`config.mk`:
```
export PLATFORM = sky130hd
export DESIGN_NAME = cpu_clock_sequencer_flat
export DESIGN_NICKNAME = d
export VERILOG_FILES = /design/src/rtl/cpu_clock_sequencer_pkg.sv /design/src/rtl/cpu_clock_sequencer_if.sv /design/src/rtl/cpu_clock_sequencer_input_debouncer.sv /design/src/rtl/cpu_clock_sequencer.sv /design/src/flat_wrapper.sv
export SDC_FILE = /design/constraint.sdc
export NUM_CORES = 1
export LEC_CHECK = 0
export ABC_AREA = 1
export CAP_MARGIN = 20
export CELL_PAD_IN_SITES_DETAIL_PLACEMENT = 1
export CELL_PAD_IN_SITES_GLOBAL_PLACEMENT = 1
export CORE_AREA = 4 4 107 109
export DETAILED_ROUTE_END_ITERATION = 10
export DIE_AREA = 0 0 111 113
export HOLD_SLACK_MARGIN = 0.08
export PLACE_DENSITY = 0.84
export SYNTH_ARGS = -nofsm -noshare
export SYNTH_HDL_FRONTEND = slang
export SYNTH_SLANG_ARGS = --single-unit
```
`constraint.sdc`:
```
create_clock -name clock -period 3.1 [get_ports clock]
set_input_delay 0.62 -clock clock [delete_from_list [all_inputs] [get_ports clock]]
set_output_delay 0.62 -clock clock [all_outputs]
set_load 0.1 [all_outputs]
```
`src/rtl/cpu_clock_sequencer_pkg.sv`:
```
// Shared constants for the CPU clock sequencer: FSM state encodings and the
// default timing parameters used by the monitor top level and its benches.
package cpu_clock_sequencer_pkg;

  localparam logic [2:0] SEQ_IDLE    = 3'd0;
  localparam logic [2:0] SEQ_STEP_HI = 3'd1;
  localparam logic [2:0] SEQ_STEP_LO = 3'd2;
  localparam logic [2:0] SEQ_RUN_HI  = 3'd3;
  localparam logic [2:0] SEQ_RUN_LO  = 3'd4;
  localparam logic [2:0] SEQ_HALTED  = 3'd5;

  localparam int unsigned DEFAULT_DIV      = 25000000;
  localparam int unsigned DEFAULT_DEBOUNCE = 500000;
  localparam int unsigned DEFAULT_CNT_W    = 16;

  // cpu_clock is high exactly in the two HI states
  function automatic logic seq_is_hi(input logic [2:0] s);
    return (s == SEQ_STEP_HI) || (s == SEQ_RUN_HI);
  endfunction

endpackage

```
`src/rtl/cpu_clock_sequencer_if.sv`:
```
// Board-side bundle of the CPU clock sequencer.
//   master: drives run_sw, step_btn, end_sq, pause_cc; observes the outputs
//   slave : the sequencer; drives cpu_clock, cycle_count, running, halted
interface cpu_clock_sequencer_if
  import cpu_clock_sequencer_pkg::*;
#(
  parameter int unsigned CNT_W = DEFAULT_CNT_W
);
  logic             run_sw;
  logic             step_btn;
  logic             end_sq;
  logic             pause_cc;
  logic             cpu_clock;
  logic [CNT_W-1:0] cycle_count;
  logic             running;
  logic             halted;

  modport master (
    output run_sw, step_btn, end_sq, pause_cc,
    input  cpu_clock, cycle_count, running, halted
  );

  modport slave (
    input  run_sw, step_btn, end_sq, pause_cc,
    output cpu_clock, cycle_count, running, halted
  );
endinterface

```
`src/rtl/cpu_clock_sequencer_input_debouncer.sv`:
```
// 2-FF synchronizer followed by a stability-counter debouncer.
//   clock, reset_n : board clock, async active-low reset
//   din            : raw asynchronous input
//   dout           : debounced level, changes only after the synchronized
//                    input has held the new value for DEBOUNCE clocks
module input_debouncer
  import cpu_clock_sequencer_pkg::*;
#(
  parameter int unsigned DEBOUNCE = DEFAULT_DEBOUNCE
) (
  input  logic clock,
  input  logic reset_n,
  input  logic din,
  output logic dout
);
  localparam int unsigned CW = (DEBOUNCE > 1) ? $clog2(DEBOUNCE) : 1;
  localparam logic [CW-1:0] CNT_LAST = CW'(DEBOUNCE - 1);

  logic [1:0]    sync_q;
  logic [CW-1:0] stable_cnt;

  // counter tracks how long the synchronized value has disagreed with dout
  always_ff @(posedge clock or negedge reset_n) begin
    if (!reset_n) begin
      sync_q     <= 2'b00;
      stable_cnt <= '0;
      dout       <= 1'b0;
    end else begin
      sync_q <= {sync_q[0], din};
      if (sync_q[1] == dout) begin
        stable_cnt <= '0;
      end else if (stable_cnt == CNT_LAST) begin
        dout       <= sync_q[1];
        stable_cnt <= '0;
      end else begin
        stable_cnt <= stable_cnt + CW'(1);
      end
    end
  end
endmodule

```
`src/rtl/cpu_clock_sequencer.sv`:
```
// Generates the CPU clock from the board clock in free-run or single-step
// mode, halts on end_sq and counts executed (non-paused) CPU cycles.
//   clock, reset_n : board clock, async active-low reset
//   bus (slave)    : run_sw, step_btn, end_sq, pause_cc in;
//                    cpu_clock, cycle_count, running, halted out
module cpu_clock_sequencer
  import cpu_clock_sequencer_pkg::*;
#(
  parameter int unsigned DIV      = DEFAULT_DIV,
  parameter int unsigned DEBOUNCE = DEFAULT_DEBOUNCE,
  parameter int unsigned CNT_W    = DEFAULT_CNT_W
) (
  input  logic                 clock,
  input  logic                 reset_n,
  cpu_clock_sequencer_if.slave bus
);
  localparam int unsigned PW = (DIV > 1) ? $clog2(DIV) : 1;
  localparam logic [PW-1:0]    PHASE_LAST = PW'(DIV - 1);
  localparam logic [CNT_W-1:0] CNT_MAX    = '1;

  logic             run_db;
  logic             step_db;
  logic             step_db_q;
  logic             step_req;
  logic [2:0]       state, state_nxt;
  logic [PW-1:0]    phase, phase_nxt;
  logic [CNT_W-1:0] count, count_nxt;
  logic             phase_last;

  input_debouncer #(.DEBOUNCE(DEBOUNCE)) u_run_db (
    .clock(clock), .reset_n(reset_n), .din(bus.run_sw), .dout(run_db)
  );

  input_debouncer #(.DEBOUNCE(DEBOUNCE)) u_step_db (
    .clock(clock), .reset_n(reset_n), .din(bus.step_btn), .dout(step_db)
  );

  assign step_req   = step_db & ~step_db_q;
  assign phase_last = (phase == PHASE_LAST);

  // next state, phase timer and cycle counter
  always_comb begin
    state_nxt = state;
    phase_nxt = phase;
    count_nxt = count;
    case (state)
      SEQ_IDLE: begin
        phase_nxt = '0;
        if (run_db)        state_nxt = SEQ_RUN_HI;
        else if (step_req) state_nxt = SEQ_STEP_HI;
      end
      SEQ_STEP_HI, SEQ_RUN_HI: begin
        if (phase_last) begin
          phase_nxt = '0;
          state_nxt = (state == SEQ_STEP_HI) ? SEQ_STEP_LO : SEQ_RUN_LO;
          if (!bus.pause_cc && (count != CNT_MAX)) count_nxt = count + CNT_W'(1);
        end else begin
          phase_nxt = phase + PW'(1);
        end
      end
      SEQ_STEP_LO, SEQ_RUN_LO: begin
        if (phase_last) begin
          phase_nxt = '0;
          // end_sq now reflects the controller after this cycle's falling edge
          if (bus.end_sq)  state_nxt = SEQ_HALTED;
          else if (run_db) state_nxt = SEQ_RUN_HI;
          else             state_nxt = SEQ_IDLE;
        end else begin
          phase_nxt = phase + PW'(1);
        end
      end
      SEQ_HALTED: phase_nxt = '0;
      default: begin
        state_nxt = SEQ_IDLE;
        phase_nxt = '0;
      end
    endcase
  end

  // outputs registered from the next state: glitch-free, one-clock latency
  always_ff @(posedge clock or negedge reset_n) begin
    if (!reset_n) begin
      state         <= SEQ_IDLE;
      phase         <= '0;
      count         <= '0;
      step_db_q     <= 1'b0;
      bus.cpu_clock <= 1'b0;
      bus.running   <= 1'b0;
      bus.halted    <= 1'b0;
    end else begin
      state         <= state_nxt;
      phase         <= phase_nxt;
      count         <= count_nxt;
      step_db_q     <= step_db;
      bus.cpu_clock <= seq_is_hi(state_nxt);
      bus.running   <= (state_nxt == SEQ_RUN_HI) || (state_nxt == SEQ_RUN_LO);
      bus.halted    <= (state_nxt == SEQ_HALTED);
    end
  end

  assign bus.cycle_count = count;
endmodule
```
`src/flat_wrapper.sv`:
```
// flat-port wrapper written by rule: the top's interface ports become plain ports
module cpu_clock_sequencer_flat import cpu_clock_sequencer_pkg::*;
#(
  parameter int unsigned DIV      = DEFAULT_DIV,
  parameter int unsigned DEBOUNCE = DEFAULT_DEBOUNCE,
  parameter int unsigned CNT_W    = DEFAULT_CNT_W
)
  (clock, reset_n, bus_run_sw, bus_step_btn, bus_end_sq, bus_pause_cc, bus_cpu_clock, bus_cycle_count, bus_running, bus_halted);
  cpu_clock_sequencer_if #(.CNT_W(CNT_W)) bus_i ();
  input  logic clock;
  input  logic reset_n;
  input wire logic [$bits(bus_i.run_sw)-1:0] bus_run_sw;
  input wire logic [$bits(bus_i.step_btn)-1:0] bus_step_btn;
  input wire logic [$bits(bus_i.end_sq)-1:0] bus_end_sq;
  input wire logic [$bits(bus_i.pause_cc)-1:0] bus_pause_cc;
  output wire logic [$bits(bus_i.cpu_clock)-1:0] bus_cpu_clock;
  output wire logic [$bits(bus_i.cycle_count)-1:0] bus_cycle_count;
  output wire logic [$bits(bus_i.running)-1:0] bus_running;
  output wire logic [$bits(bus_i.halted)-1:0] bus_halted;
  assign bus_i.run_sw = bus_run_sw;
  assign bus_i.step_btn = bus_step_btn;
  assign bus_i.end_sq = bus_end_sq;
  assign bus_i.pause_cc = bus_pause_cc;
  assign bus_cpu_clock = bus_i.cpu_clock;
  assign bus_cycle_count = bus_i.cycle_count;
  assign bus_running = bus_i.running;
  assign bus_halted = bus_i.halted;
  cpu_clock_sequencer #(.DIV(DIV), .DEBOUNCE(DEBOUNCE), .CNT_W(CNT_W)) u_core (.clock(clock), .reset_n(reset_n), .bus(bus_i));
endmodule
```
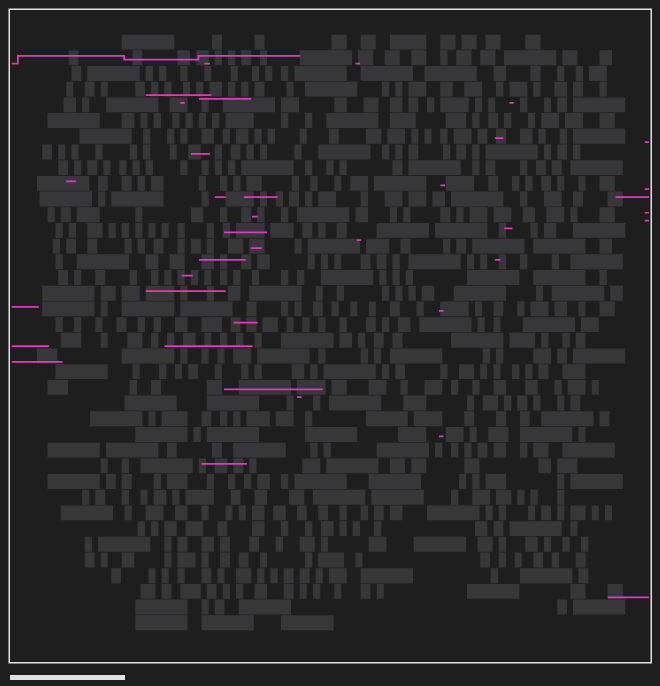
**Above:** M3 wires.
The bar under the picture is 20 um long.
nets with wire on the layer = 23
share of all routed wire = 1.5%
wire length on this layer = 198 um
longest straight run = 18.4 um
met3 usage: 2.89%
Via Count: 4412
detailed-route wire length: 13200 um

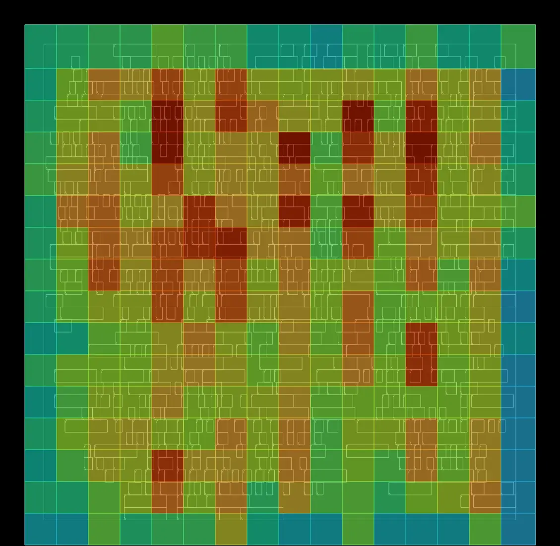
**Above:** track usage over the die.
final design utilization: 52.8%
GRT met1 Usage: 28.8%
GRT Util Overall: 22.1%

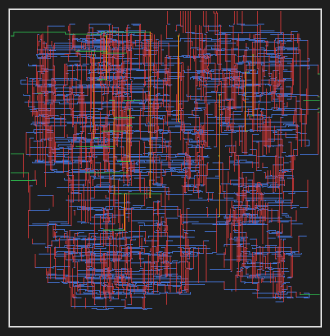
**Above:** metal layers overlaid.
met2 -> red  # wire length 6520 um
met3 -> green  # wire length 198 um
met4 -> orange  # wire length 303 um
met1 -> blue  # wire length 6140 um
WL/cell: 16.0 um

==> GITHUB_STEP_SUMMARY <==
## PnR job results

| Metric | Value |
|---|---|
| Syn Inst Count | 647 |
| CP max stage delay | 0.44 ns |
| OpenROAD warning count | 26 |
| Count of clock buffers in the final design | 11 |
| Setup slack, reg-to-reg | 1.08 ns |
| Slew headroom | 50.8% |
| Most used cell, CP | nand2_1 |
| Max reg flops | 25 |
| Nets | 690 |
| Worst Setup End Kind | flip-flop |
| Sw Share | 24.4% |
| Logic cell area | 2390 um^2 |
| Mapped cell area | 5050 um^2 |
| DP HPWL | 9830 um |
| Crit path launch | u_core.u_step_db.stable_cnt[0]$_DFF_PN0_ |
| Adder Share, Synth | 0.990% |
| Top cells excl fill/tap | nand2_1, nor2_1, dfrtp_1, inv_1, nand3_1 |
| Die area | 12500 um^2 |
| Dpl cells | 809 |
| Area post-placement | 5410 um^2 |
| Number of antenna diodes | 0 |
| Kind of critical path | reg2reg |
| DP Worst Slack | 1.08 ns |
| Port Buffers | 24 |
| Seq/total area | 41.1% |
| Metal-1 WL | 6140 um |
| CP top delay family | simple AND/OR/NAND/NOR gates |
| Worst-path clk slew | 0.09 ns |
| Placer Congestion | 0.895 |
| Post-route DRC | 0 |
| Top class by area | multi-input combinational cells |
| Fin cells | 825 |
| Initial antenna violation count | 0 |
| Max_cap viols | 0 |
| Final Max Tran Viols | 0 |
| Non-clock buffer count | 26 |
| Seq_cells | 92 |
| Area share, top type | 45.5% |
| Logic gate fraction of the total cell area | 42.6% |
| Synth Register Bits | 92 |
| Commonest non-fill, non-tap cell in the layout | nand2_1 |
| Aoi share | 6.21% |
| Signal buffers share of area | 3.89% |
| Logic pwr share | 2.9% |
| Status | complete, no violations |
| Fin. Hold Viols | 0 |
| Worst Clk Skew | 0.0135 ns |
| Largest cells by area | dfrtp_1, nand2_1, nor2_1 |
| Comb area leader | simple AND/OR/NAND/NOR gates |
| Final Instance Area | 5600 um^2 |
| Antenna Violating Nets Remaining | 0 |
| Internal power | 1.56 mW |
| P_sw | 0.504 mW |
| Clock Path Buffers | 2 |
| Reg area | 2300 um^2 |
| Critical path peak fanout | 6 |
| PnR Total Power | 2.06 mW |
| RSZ-0062 raised after global routing | no |
| Fmax | 494 MHz |
| Clk cell area share | 3.35% |
| Start of the worst register-to-register path | u_core.u_step_db.stable_cnt[0]$_DFF_PN0_ |
| Synth async-reset ratio | 100% |
| CP max-delay cell | dfrtp_1 |
| Depth of the CTS H-tree | 3 |
| Regs by FF count | u_core.phase (25), u_core.u_run_db.stable_cnt (19), u_core.u_step_db.stable_cnt (19) |
| Die Height | 113 um |
| Data required time at the worst endpoint | 3.35 ns |
| Final setup viols | 0 |
| Rows | 38 |
| # resized after CTS | 0 |
Power is estimated from default activity; no workload was simulated.
